--- src/rtl/adc_ctrl_pkg.sv ---
// Shared definitions for the ADC calibration controller.
//   state_t   : controller state encoding
//   ERR_*     : err_code values reported on a failed sequence
//   MODE_*    : OpMode drive values (both ADCs together)
//   max4()    : helper used to size the shared cycle counter
package adc_ctrl_pkg;

  typedef enum logic [3:0] {
    ST_IDLE,
    ST_PWRUP,
    ST_RESET,
    ST_CAL_H,
    ST_WAIT_H_RISE,
    ST_WAIT_H_FALL,
    ST_CAL_L,
    ST_WAIT_L_RISE,
    ST_WAIT_L_FALL,
    ST_DONE,
    ST_ERROR
  } state_t;

  localparam logic [1:0] ERR_NONE   = 2'b00;
  localparam logic [1:0] ERR_H_RISE = 2'b01;
  localparam logic [1:0] ERR_H_FALL = 2'b10;
  localparam logic [1:0] ERR_L      = 2'b11;

  localparam logic [1:0] MODE_OFF = 2'b00;
  localparam logic [1:0] MODE_ON  = 2'b11;

  localparam logic [1:0] CAL_NONE = 2'b00;
  localparam logic [1:0] CAL_H    = 2'b10;
  localparam logic [1:0] CAL_L    = 2'b01;

  function automatic int unsigned max4(input int unsigned a, input int unsigned b,
                                       input int unsigned c, input int unsigned d);
    int unsigned m;
    m = a;
    if (b > m) m = b;
    if (c > m) m = c;
    if (d > m) m = d;
    return m;
  endfunction

endpackage

--- src/rtl/adc_sync2.sv ---
// Two-flop synchronizer, one independent chain per bit.
//   clk   : destination clock
//   rst_b : asynchronous active-low reset, clears both stages
//   d     : asynchronous input bits
//   q     : synchronized output bits (two-cycle latency)
module adc_sync2 #(
  parameter int unsigned W = 2
) (
  input  logic         clk,
  input  logic         rst_b,
  input  logic [W-1:0] d,
  output logic [W-1:0] q
);

  logic [W-1:0] meta;

  always_ff @(posedge clk or negedge rst_b) begin
    if (!rst_b) begin
      meta <= '0;
      q    <= '0;
    end else begin
      meta <= d;
      q    <= meta;
    end
  end

endmodule

--- src/rtl/adc_cal_ctrl.sv ---
// Power-up / reset / calibration sequencer for a high-gain + low-gain ADC pair.
//   ClkIn    : system clock, rising edge
//   rst_b    : asynchronous active-low reset
//   start    : one-cycle request to run the full sequence (IDLE/DONE/ERROR only)
//   abort    : cancel a running sequence, outputs return to reset values
//   CalBusy  : ADC calibration busy, [1]=high gain, [0]=low gain (asynchronous)
//   OpMode   : per-ADC operating mode (0 power-down, 1 normal)
//   AdcRst_b : per-ADC reset, active-low
//   CalIn    : per-ADC calibration request, never both bits at once
//   busy     : sequence in progress
//   done     : sticky, last sequence completed
//   err      : sticky, last sequence failed
//   err_code : failure cause (01 H rise, 10 H fall, 11 L rise/fall timeout)
//
// state        | meaning
// -------------+---------------------------------------------------------
// IDLE         | powered down, waiting for start
// PWRUP        | ADCs powered, held in reset for the settle time
// RESET        | reset pulse continues for the reset width
// CAL_H        | CalIn pulse to the high-gain ADC
// WAIT_H_RISE  | wait for high-gain CalBusy to assert (timed)
// WAIT_H_FALL  | wait for high-gain CalBusy to release (timed)
// CAL_L        | CalIn pulse to the low-gain ADC
// WAIT_L_RISE  | wait for low-gain CalBusy to assert (timed)
// WAIT_L_FALL  | wait for low-gain CalBusy to release (timed)
// DONE         | sequence finished, ADCs running
// ERROR        | sequence failed, ADC mode/reset left as they were
module adc_cal_ctrl
  import adc_ctrl_pkg::*;
#(
  parameter int unsigned SETTLE_CYC    = 1024,
  parameter int unsigned RST_CYC       = 16,
  parameter int unsigned CAL_PULSE_CYC = 8,
  parameter int unsigned BUSY_TIMEOUT  = 65535
) (
  input  logic       ClkIn,
  input  logic       rst_b,
  input  logic       start,
  input  logic       abort,
  input  logic [1:0] CalBusy,
  output logic [1:0] OpMode,
  output logic [1:0] AdcRst_b,
  output logic [1:0] CalIn,
  output logic       busy,
  output logic       done,
  output logic       err,
  output logic [1:0] err_code
);

  localparam int unsigned MAX_CYC = max4(SETTLE_CYC, RST_CYC, CAL_PULSE_CYC, BUSY_TIMEOUT);
  localparam int unsigned CNT_W   = $clog2(MAX_CYC + 1);

  // Each state exits when the counter reaches its last cycle, so the counter
  // never exceeds (parameter - 1) and cannot wrap.
  localparam logic [CNT_W-1:0] SETTLE_LAST  = CNT_W'(SETTLE_CYC - 1);
  localparam logic [CNT_W-1:0] RST_LAST     = CNT_W'(RST_CYC - 1);
  localparam logic [CNT_W-1:0] PULSE_LAST   = CNT_W'(CAL_PULSE_CYC - 1);
  localparam logic [CNT_W-1:0] TIMEOUT_LAST = CNT_W'(BUSY_TIMEOUT - 1);
  localparam logic [CNT_W-1:0] CNT_ONE      = CNT_W'(1);

  state_t           state;
  logic [CNT_W-1:0] cnt;
  logic [1:0]       busy_sync;

  adc_sync2 #(.W(2)) u_sync (
    .clk   (ClkIn),
    .rst_b (rst_b),
    .d     (CalBusy),
    .q     (busy_sync)
  );

  always_ff @(posedge ClkIn or negedge rst_b) begin
    if (!rst_b) begin
      state    <= ST_IDLE;
      cnt      <= '0;
      OpMode   <= MODE_OFF;
      AdcRst_b <= 2'b00;
      CalIn    <= CAL_NONE;
      busy     <= 1'b0;
      done     <= 1'b0;
      err      <= 1'b0;
      err_code <= ERR_NONE;
    end else if (abort && busy) begin
      // Abort wins over any exit the current state would take this cycle.
      state    <= ST_IDLE;
      cnt      <= '0;
      OpMode   <= MODE_OFF;
      AdcRst_b <= 2'b00;
      CalIn    <= CAL_NONE;
      busy     <= 1'b0;
      done     <= 1'b0;
      err      <= 1'b0;
      err_code <= ERR_NONE;
    end else begin
      case (state)
        ST_IDLE, ST_DONE, ST_ERROR: begin
          if (start) begin
            state    <= ST_PWRUP;
            cnt      <= '0;
            OpMode   <= MODE_ON;
            AdcRst_b <= 2'b00;
            CalIn    <= CAL_NONE;
            busy     <= 1'b1;
            done     <= 1'b0;
            err      <= 1'b0;
            err_code <= ERR_NONE;
          end
        end

        ST_PWRUP: begin
          if (cnt == SETTLE_LAST) begin
            state <= ST_RESET;
            cnt   <= '0;
          end else begin
            cnt <= cnt + CNT_ONE;
          end
        end

        ST_RESET: begin
          if (cnt == RST_LAST) begin
            state    <= ST_CAL_H;
            cnt      <= '0;
            AdcRst_b <= 2'b11;
            CalIn    <= CAL_H;
          end else begin
            cnt <= cnt + CNT_ONE;
          end
        end

        ST_CAL_H: begin
          if (cnt == PULSE_LAST) begin
            state <= ST_WAIT_H_RISE;
            cnt   <= '0;
            CalIn <= CAL_NONE;
          end else begin
            cnt <= cnt + CNT_ONE;
          end
        end

        // Busy edge is tested before the timeout so a same-cycle edge succeeds.
        ST_WAIT_H_RISE: begin
          if (busy_sync[1]) begin
            state <= ST_WAIT_H_FALL;
            cnt   <= '0;
          end else if (cnt == TIMEOUT_LAST) begin
            state    <= ST_ERROR;
            cnt      <= '0;
            CalIn    <= CAL_NONE;
            busy     <= 1'b0;
            err      <= 1'b1;
            err_code <= ERR_H_RISE;
          end else begin
            cnt <= cnt + CNT_ONE;
          end
        end

        ST_WAIT_H_FALL: begin
          if (!busy_sync[1]) begin
            state <= ST_CAL_L;
            cnt   <= '0;
            CalIn <= CAL_L;
          end else if (cnt == TIMEOUT_LAST) begin
            state    <= ST_ERROR;
            cnt      <= '0;
            CalIn    <= CAL_NONE;
            busy     <= 1'b0;
            err      <= 1'b1;
            err_code <= ERR_H_FALL;
          end else begin
            cnt <= cnt + CNT_ONE;
          end
        end

        ST_CAL_L: begin
          if (cnt == PULSE_LAST) begin
            state <= ST_WAIT_L_RISE;
            cnt   <= '0;
            CalIn <= CAL_NONE;
          end else begin
            cnt <= cnt + CNT_ONE;
          end
        end

        ST_WAIT_L_RISE: begin
          if (busy_sync[0]) begin
            state <= ST_WAIT_L_FALL;
            cnt   <= '0;
          end else if (cnt == TIMEOUT_LAST) begin
            state    <= ST_ERROR;
            cnt      <= '0;
            CalIn    <= CAL_NONE;
            busy     <= 1'b0;
            err      <= 1'b1;
            err_code <= ERR_L;
          end else begin
            cnt <= cnt + CNT_ONE;
          end
        end

        ST_WAIT_L_FALL: begin
          if (!busy_sync[0]) begin
            state    <= ST_DONE;
            cnt      <= '0;
            OpMode   <= MODE_ON;
            AdcRst_b <= 2'b11;
            CalIn    <= CAL_NONE;
            busy     <= 1'b0;
            done     <= 1'b1;
          end else if (cnt == TIMEOUT_LAST) begin
            state    <= ST_ERROR;
            cnt      <= '0;
            CalIn    <= CAL_NONE;
            busy     <= 1'b0;
            err      <= 1'b1;
            err_code <= ERR_L;
          end else begin
            cnt <= cnt + CNT_ONE;
          end
        end

        default: begin
          state    <= ST_IDLE;
          cnt      <= '0;
          OpMode   <= MODE_OFF;
          AdcRst_b <= 2'b00;
          CalIn    <= CAL_NONE;
          busy     <= 1'b0;
        end
      endcase
    end
  end

endmodule

--- config.mk ---
export PLATFORM = sky130hd
export DESIGN_NAME = adc_cal_ctrl
export DESIGN_NICKNAME = d
export VERILOG_FILES = /design/src/rtl/adc_ctrl_pkg.sv /design/src/rtl/adc_sync2.sv /design/src/rtl/adc_cal_ctrl.sv
export SDC_FILE = /design/constraint.sdc
export NUM_CORES = 1
export LEC_CHECK = 0
export ABC_AREA = 1
export CAP_MARGIN = 20
export CORE_ASPECT_RATIO = 1.25
export CORE_MARGIN = 2
export CORE_UTILIZATION = 55
export DETAILED_ROUTE_END_ITERATION = 10
export DONT_BUFFER_PORTS = 1
export HOLD_SLACK_MARGIN = 0.06
export PLACE_DENSITY = 0.73
export REMOVE_ABC_BUFFERS = 1
export SLEW_MARGIN = 20
export SYNTH_ARGS = -nofsm -noshare
export SYNTH_HDL_FRONTEND = slang
export SYNTH_SLANG_ARGS = --single-unit
--- constraint.sdc ---
create_clock -name ClkIn -period 1.7 [get_ports ClkIn]
set_input_delay 0.34 -clock ClkIn [delete_from_list [all_inputs] [get_ports ClkIn]]
set_output_delay 0.34 -clock ClkIn [all_outputs]
set_load 0.01 [all_outputs]
==> notes.md <==
Notes from the flow run.

Clocking:
- The run puts the number of H-tree branching levels at 2.
- TritonCTS built the clock tree.
- The run puts the maximum count of clock buffers along a single path at 2.
- The run puts the CTS sink count at 33.
- The run gives the total of cells resized after clock tree synthesis as 6.

Yosys:
- The run puts the post-synthesis sequential element count at 33.
- The run puts the average size of a mapped cell at a little under 7 um^2.
- The run gives the fraction of the mapped netlist area in adder cells as about 1.1%.
- In this run, synthesis inferred 0 flip-flops with an integrated enable.
- The run gives the count of instantiated cells in the yosys netlist as about 330.
- The run gives the area share of and-or/or-and cells after synthesis as 12.0%.

Setup path:
- Looking at the setup timing report, the critical path kind is reg2reg.
- The run puts the flop-to-flop setup slack at roughly 0.043 ns.
- The launch point of the worst register-to-register path is recorded as cnt[8].
- The run gives the number of cells on the worst reg-to-reg path as 10.

Pwr:
- The run puts the leakage power summed over all cells at around 1.4 nW.
- Combinational logic burns around 1.9% of the power.
- In the power breakdown, the biggest contributor is registers.
- The power report attributes to the clock group a share of between 40% and 50%.
- The run puts the internal portion of total power at ~1.2 mW.

Run:
- The run gives the reported max-cap violation count as 0.

Timing:
- The run gives the final sum of negative setup slack as 0 ns.
- The routed design could run at a clock period as short as approximately 1.7 ns.
- The run puts the highest clock frequency the design can meet at ~600 MHz.
- The run gives the clock skew after layout as between 0.007 and 0.008 ns.

Placement:
- The run gives the total half-perimeter wirelength after legalization and detailed placement as roughly 4.3 mm.
- The run gives the number of instances in the placed design as slightly above 400.
- Per the detailed placement report, the placed cell area equals about 2500 um^2.

Die:
- The run gives the number of placement rows as 26.
- After floorplanning, the die was sized to cover ~4700 um^2.
- The run puts the horizontal die dimension at about 61 um.

Cells and area:
- The run gives the non-clock buffer area fraction after layout as approximately 15%.
- The run gives the net count of the finished layout as about 380.
- Per the layout area report, the combinational gate area comes to approximately 1400 um^2.
- Among all cell classes, the greatest summed area belongs to combinational gates.
- The run puts the register share of the cell area at 28.0%.
- The run gives the fraction of area in multi-input gates as 47.3%.
- The run gives the fraction of layout instances using a drive strength above 1 as ~28%.

Min path:
- The worst hold path belongs to the class in2reg.

Global route:
- The initial antenna violation count came to 0.
- met3 track demand over resource after global routing is around 4.2%.
- The run puts the sum of overflow across all layers after global routing at 0.
- The run puts the global routing met2 resource utilization at around 50%.

Status:
- The flow ran to the end, and the final reports show no timing, DRC or antenna violations.
met2.png
Cells faint in the background.
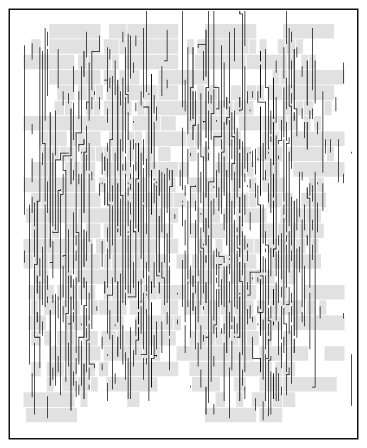
318 nets have wire on it. The layer carries 3500 um of wire. The longest straight run is 38.1 um. The layer holds 53% of the routed length. The wires run mostly vertical.

drive_strength.png
The bar under the picture is 20 um long.
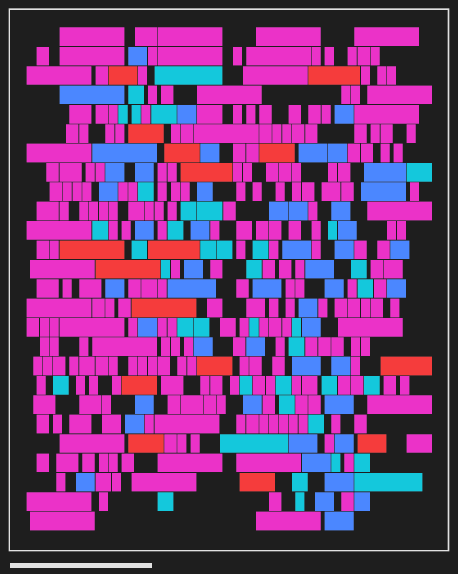
Key: drive 6 and up = red [cells 16, share 4.3%, most used clkbuf_8]; drive 2 = cyan [cells 39, share 10%, most used nor2_2]; drive 1 or less = magenta [cells 270, share 72%, most used nand2_1]; drive 3 to 4 = blue [cells 49, share 13%, most used buf_4]

No activity file was given, so power comes from the tool's default toggle rates.
